$ cat src/rtl/cnn_pkg.sv
// Shared constants and types for the CNN feature-map read/unpack path.
package cnn_pkg;

  localparam int CHUNK_W64 = 64;
  localparam int CHUNK_W48 = 48;
  localparam int BUF_W     = 128;
  localparam int LVL_W     = 8;

  typedef enum logic {
    IDLE = 1'b0,
    RUN  = 1'b1
  } state_e;

  function automatic logic [LVL_W-1:0] chunk_width(input logic mode);
    return mode ? LVL_W'(CHUNK_W48) : LVL_W'(CHUNK_W64);
  endfunction

endpackage

$ cat src/rtl/unpack_shift_buf.sv
// 128-bit LSB-first shift buffer: pops W bits from the bottom, appends a word at the level.
module unpack_shift_buf
  import cnn_pkg::*;
#(
  parameter int DATA_W = 64
) (
  input  logic              clk,
  input  logic              rst_n,
  input  logic              clear,
  input  logic              pop,
  input  logic [LVL_W-1:0]  pop_w,
  input  logic              push,
  input  logic [DATA_W-1:0] push_data,
  output logic [DATA_W-1:0] head,
  output logic [LVL_W-1:0]  level
);

  logic [BUF_W-1:0] buf_r, shifted_s, buf_nxt_s;
  logic [LVL_W-1:0] level_r, lvl_pop_s, level_nxt_s;

  // Shift out the popped chunk first, then append the returning word at the reduced level
  always_comb begin
    shifted_s   = buf_r;
    lvl_pop_s   = level_r;
    buf_nxt_s   = buf_r;
    level_nxt_s = level_r;
    if (pop) begin
      shifted_s = buf_r >> pop_w;
      lvl_pop_s = level_r - pop_w;
    end else begin
      shifted_s = buf_r;
      lvl_pop_s = level_r;
    end
    if (push) begin
      buf_nxt_s   = shifted_s | ({{(BUF_W-DATA_W){1'b0}}, push_data} << lvl_pop_s);
      level_nxt_s = lvl_pop_s + LVL_W'(DATA_W);
    end else begin
      buf_nxt_s   = shifted_s;
      level_nxt_s = lvl_pop_s;
    end
  end

  // Buffer and level registers
  always_ff @(posedge clk or negedge rst_n) begin
    if (!rst_n) begin
      buf_r   <= {BUF_W{1'b0}};
      level_r <= {LVL_W{1'b0}};
    end else if (clear) begin
      buf_r   <= {BUF_W{1'b0}};
      level_r <= {LVL_W{1'b0}};
    end else begin
      buf_r   <= buf_nxt_s;
      level_r <= level_nxt_s;
    end
  end

  assign head  = buf_r[DATA_W-1:0];
  assign level = level_r;

endmodule

$ cat src/rtl/fifo_in_unpack.sv
// DRAM read-side unpacker: fetches packed 64-bit words and streams 64- or 48-bit chunks.
module fifo_in_unpack
  import cnn_pkg::*;
#(
  parameter int DATA_W = 64,
  parameter int ADDR_W = 10,
  parameter int CNT_W  = 11
) (
  input  logic              clk,
  input  logic              rst_n,
  input  logic              clear,
  input  logic              start,
  input  logic [ADDR_W-1:0] base_addr,
  input  logic [CNT_W-1:0]  num_chunks,
  input  logic              chunk_mode,
  output logic              dram_ren,
  output logic [ADDR_W-1:0] dram_addr,
  input  logic [DATA_W-1:0] dram_rdata,
  output logic              out_valid,
  input  logic              out_ready,
  output logic [DATA_W-1:0] out_data,
  output logic              busy,
  output logic              done
);

  localparam int PROD_W = CNT_W + 7;

  state_e            state_r;
  logic              mode_r, ren_r, inflight_r, done_r;
  logic [CNT_W-1:0]  total_r, issued_r, left_r, issued_nxt_s;
  logic [ADDR_W-1:0] addr_r;
  logic [LVL_W-1:0]  chunk_w_s, start_w_s, level_s;
  logic [DATA_W-1:0] head_s;
  logic              hs_s, last_s, push_s, credit_ok_s;
  logic [9:0]        lvl_nxt_s;

  assign chunk_w_s    = chunk_width(mode_r);
  assign start_w_s    = chunk_width(chunk_mode);
  assign out_valid    = (state_r == RUN) && (level_s >= chunk_w_s) && (left_r != {CNT_W{1'b0}});
  assign hs_s         = out_valid && out_ready;
  assign last_s       = hs_s && (left_r == CNT_W'(1));
  assign push_s       = inflight_r && (state_r == RUN);
  assign issued_nxt_s = issued_r + {{(CNT_W-1){1'b0}}, ren_r};

  // Credit is judged on next cycle's level plus the word requested this cycle
  assign lvl_nxt_s   = 10'(level_s) - (hs_s ? 10'(chunk_w_s) : 10'd0) + (push_s ? 10'd64 : 10'd0);
  assign credit_ok_s = (lvl_nxt_s + (ren_r ? 10'd64 : 10'd0) + 10'd64) <= 10'd128;

  unpack_shift_buf #(.DATA_W(DATA_W)) u_buf (
    .clk       (clk),
    .rst_n     (rst_n),
    .clear     (clear | last_s),
    .pop       (hs_s),
    .pop_w     (chunk_w_s),
    .push      (push_s),
    .push_data (dram_rdata),
    .head      (head_s),
    .level     (level_s)
  );

  // Control FSM, address/word counters and registered read request
  always_ff @(posedge clk or negedge rst_n) begin
    if (!rst_n) begin
      state_r    <= IDLE;
      mode_r     <= 1'b0;
      ren_r      <= 1'b0;
      inflight_r <= 1'b0;
      done_r     <= 1'b0;
      total_r    <= {CNT_W{1'b0}};
      issued_r   <= {CNT_W{1'b0}};
      left_r     <= {CNT_W{1'b0}};
      addr_r     <= {ADDR_W{1'b0}};
    end else if (clear) begin
      state_r    <= IDLE;
      ren_r      <= 1'b0;
      inflight_r <= 1'b0;
      done_r     <= 1'b0;
      issued_r   <= {CNT_W{1'b0}};
      left_r     <= {CNT_W{1'b0}};
    end else begin
      inflight_r <= ren_r;
      done_r     <= 1'b0;
      issued_r   <= issued_nxt_s;
      if (ren_r) begin
        addr_r <= addr_r + ADDR_W'(1);
      end
      case (state_r)
        IDLE: begin
          ren_r <= 1'b0;
          if (start && (num_chunks == {CNT_W{1'b0}})) begin
            done_r <= 1'b1;
          end else if (start) begin
            state_r  <= RUN;
            mode_r   <= chunk_mode;
            total_r  <= CNT_W'((PROD_W'(num_chunks) * PROD_W'(start_w_s) + PROD_W'(63)) >> 6);
            left_r   <= num_chunks;
            issued_r <= {CNT_W{1'b0}};
            addr_r   <= base_addr;
            ren_r    <= 1'b1;
          end
        end
        RUN: begin
          if (hs_s) begin
            left_r <= left_r - CNT_W'(1);
          end
          if (last_s) begin
            state_r <= IDLE;
            done_r  <= 1'b1;
            ren_r   <= 1'b0;
          end else begin
            ren_r <= (issued_nxt_s < total_r) && credit_ok_s;
          end
        end
        default: begin
          state_r <= IDLE;
          ren_r   <= 1'b0;
        end
      endcase
    end
  end

  assign dram_ren  = ren_r;
  assign dram_addr = addr_r;
  assign busy      = (state_r == RUN);
  assign done      = done_r;
  assign out_data  = mode_r ? {{(DATA_W-CHUNK_W48){1'b0}}, head_s[CHUNK_W48-1:0]} : head_s;

endmodule

$ cat config.mk
export PLATFORM = sky130hd
export DESIGN_NAME = fifo_in_unpack
export DESIGN_NICKNAME = d
export VERILOG_FILES = /design/src/rtl/cnn_pkg.sv /design/src/rtl/unpack_shift_buf.sv /design/src/rtl/fifo_in_unpack.sv
export SDC_FILE = /design/constraint.sdc
export NUM_CORES = 1
export LEC_CHECK = 0
export CAP_MARGIN = 20
export CORE_ASPECT_RATIO = 1.4
export CORE_MARGIN = 2
export CORE_UTILIZATION = 53
export DETAILED_ROUTE_END_ITERATION = 10
export GPL_TIMING_DRIVEN = 1
export PLACE_DENSITY = 0.84
export SLEW_MARGIN = 40
export SYNTH_ARGS = -nofsm -noshare
export SYNTH_HDL_FRONTEND = slang
export SYNTH_SLANG_ARGS = --single-unit
$ cat constraint.sdc
create_clock -name clk -period 8.1 [get_ports clk]
set_clock_uncertainty 0.2 [all_clocks]
set_input_delay 2.025 -clock clk [delete_from_list [all_inputs] [get_ports clk]]
set_output_delay 2.025 -clock clk [all_outputs]
set_load 0.05 [all_outputs]
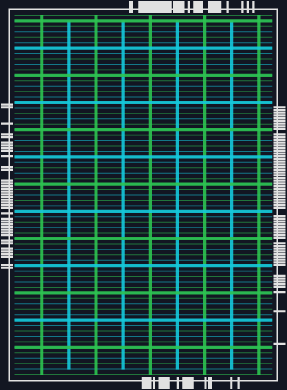
(images/pdn.png)
Drawn at 2 px/um. Pins as bars on the die edge.
legend:
  VSS:
    colour: green
  VDD:
    colour: cyan
signal pins: 169
met1 rails: 67
met4 straps: 9
met5 straps: 13
rows: 66
maximum vdd ir drop: 174.2 uV
die x size: 133.3 um
Die Y-Extent: 185.0 um
Core ar.: 23120 um^2

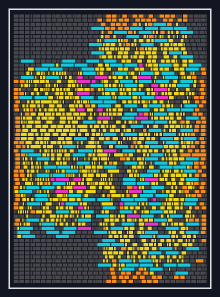
(images/cell_classes.png)
Drawn at 1.5 px/um. Fill, decap, tap and diode cells in grey.
legend:
  clock drivers and dummy loads:
    colour: magenta
    cells: 32
    share_of_their_area: 4.1%
  all other logic:
    colour: yellow
    cells: 978
    share_of_their_area: 51%
  flip-flops:
    colour: cyan
    cells: 180
    share_of_their_area: 32%
  other buffers and delay cells:
    colour: orange
    cells: 187
    share_of_their_area: 13%
number of placement rows: 66
sequential cell area share: 31.12%
area of all placed cells without fillers: 14490 um^2
final core area utilization: 62.65%

==> impl_metrics.toml <==
# yosys + openroad results
[sta]
final_period_minus_worst_setup_slack_ps = 6337
finalHoldViolations = 0
timing.final.ws_setup_ps = 1763
timing_max_transition_violations_final = 0
setup_tns_ps = 0
min_period_over_period_pct = 78.23
slew-limit-headroom_pct = 41.01
grt_setup_unrepaired = "no"
worst_slew_pin_slew_ps = 882.8

[clock_network]
clkSlewWorstSetupHoldPaths_ps = 70
cts_tree = "yes"
cts_setup_buffers = 0
cts-buffers-inserted = 17
cts_repair_resize_count = 0
hold_fix_buffers_cts = 0
clockBufferDepth = 2
cts_sinks = 180
h-tree-depth = 4
clock_insertion_delay_worst_skew_ps = 440

[die]
io-pin-count = 169
chip_area_um2 = 24650
floorplan.core_util_pct = 53.62

[synth]
yosys_most_used_dff = "dfrtp_1"
synth.yosys.seq_area_share_pct = 36.33
mappedNetlistArea_um2 = 12400
edf_count = 0
yosysChipArea_um2 = 12400
synth.yosys.num_cells = 1305
floorplan.nets = 1472
post_synth_main_area_contributors = "dfrtp_1, mux2i_1, ha_1"
yosys.cell_count.top_type = "dfrtp_1"
postSynthAreaPerCell_um2 = 9.500
synth_async_sr_flop_share_pct = 100.0
common_cells = "dfrtp_1, a21oi_1, mux2i_1"
yosys.area.top_type_share_pct = 36.33

[global_route]
met3_usage_pct = 4.023
groute.layer.met1.usage_pct = 32.78
globalRoute.totalOverflow = 0
first_global_vias = 10770
grt.busiest_layer = "met2"
grt_antenna_before_repair = 0
gr-usage-met2_pct = 47.75
grt_use_total_pct = 27.78

[detailed_routing]
route.antenna.remaining_nets = 0
drt-vias-per-instance = 6.417
detailroute.via_count = 10800
drt-met1-wl_um = 12930
met2RoutedLength_um = 17230
wirelength_um = 34450
drt_iter0_markers = 838
wire_per_inst_um = 20.47
highest-signal-layer = "met4"

[run]
warning_count = 28

[placement]
hpwl_um = 22740
place.port_buffers = 168
place_area_um2 = 13850
place.detailed.instances = 1649
post-place-ws_ps = 1373

[layout]
seqCellArea_um2 = 4508
instances_no_fill = 1683
antenna_cells_inserted = 0
final-comb-area_um2 = 7019
post_route_cells_drive_above_1_share_pct = 7.698
fin_nets = 1531
top_register = "u_buf.buf_r"

[pwr]
static-leakage-power_nw = 6.230

[run_status]
status = "complete, no violations"

[worst_setup_path]
timing.critical_path.from_type = "input port"
cp-end-kind = "register"

[min_path]
hp-class = "reg -> reg"
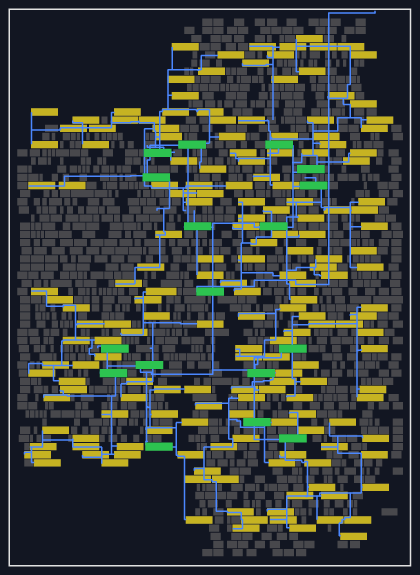
(images/clock_map.png)
Drawn at 3 px/um.
legend:
  cells driving clock nets:
    colour: green
    count: 17
  flip-flops:
    colour: yellow
    count: 180
  clock wires:
    colour: blue
    length: 2220 um
flops lie: spread over the die
clock network power: 815 uW
clock network power share: 30.2%

-- logic make-up (layout without fill, tap and decap cells) --
family | count (synthesis) | after routing | synth area share, %
AOI/OAI and AO/OA | 383 | 383 | 21.02
xor gates and xnor gates | 30 | 30 | 2.119
adders and majority gates | 76 | 76 | 7.851
buffers and inverters | 179 | 251 | 7.549
DFF | 180 | 180 | 36.33
muxes | 156 | 156 | 12.96
and+or+nand+nor | 301 | 301 | 12.17
-- worst paths after layout --
path / start / endpoint / cells after the start / slack [ps]
max: chunk_mode / total_r[9]$_DFFE_PN0P_ / 15 / 1760
max in group asynchronous: rst_n / mode_r$_DFFE_PN0P_ / 2 / 5410
min in group asynchronous: rst_n / u_buf.buf_r[19]$_DFF_PN0_ / 1 / 1220
min reg2reg: total_r[10]$_DFFE_PN0P_ / total_r[10]$_DFFE_PN0P_ / 2 / 280
max reg2reg: mode_r$_DFFE_PN0P_ / dram_ren$_DFF_PN0_ / 18 / 2590
min: total_r[10]$_DFFE_PN0P_ / total_r[10]$_DFFE_PN0P_ / 2 / 280
-- worst max-delay path: stages --
cell and delay [ps]:
clkdlybuf4s50_1 920, mux2_2 420, ha_1 300, ha_1 280, ha_1 290, ha_1 270
ha_1 220, fa_1 460, a21o_1 170, a21oi_1 230, nor2b_1 70, o21a_1 190
o41a_1 330, xnor2_1 170, o21ai_0 100
-- cell type report --
| cell class | instances | area share (%) |
|---|---|---|
| flip-flops and latches | 180 | 31.12 |
| clock inverters | 14 | 0.9588 |
| well taps | 306 | 2.643 |
| multi-input cells | 946 | 48.46 |
| clock buffers | 18 | 3.032 |
| inverters | 32 | 0.8292 |
| repair buffers | 187 | 12.96 |
-- power by group --
part	internal, mW	switching [mW]	total (mW)
sequential	0.956	0.0753	1.03
combinational	0.338	0.517	0.855
clock	0.416	0.399	0.815
Power and IR drop assume default switching activity.
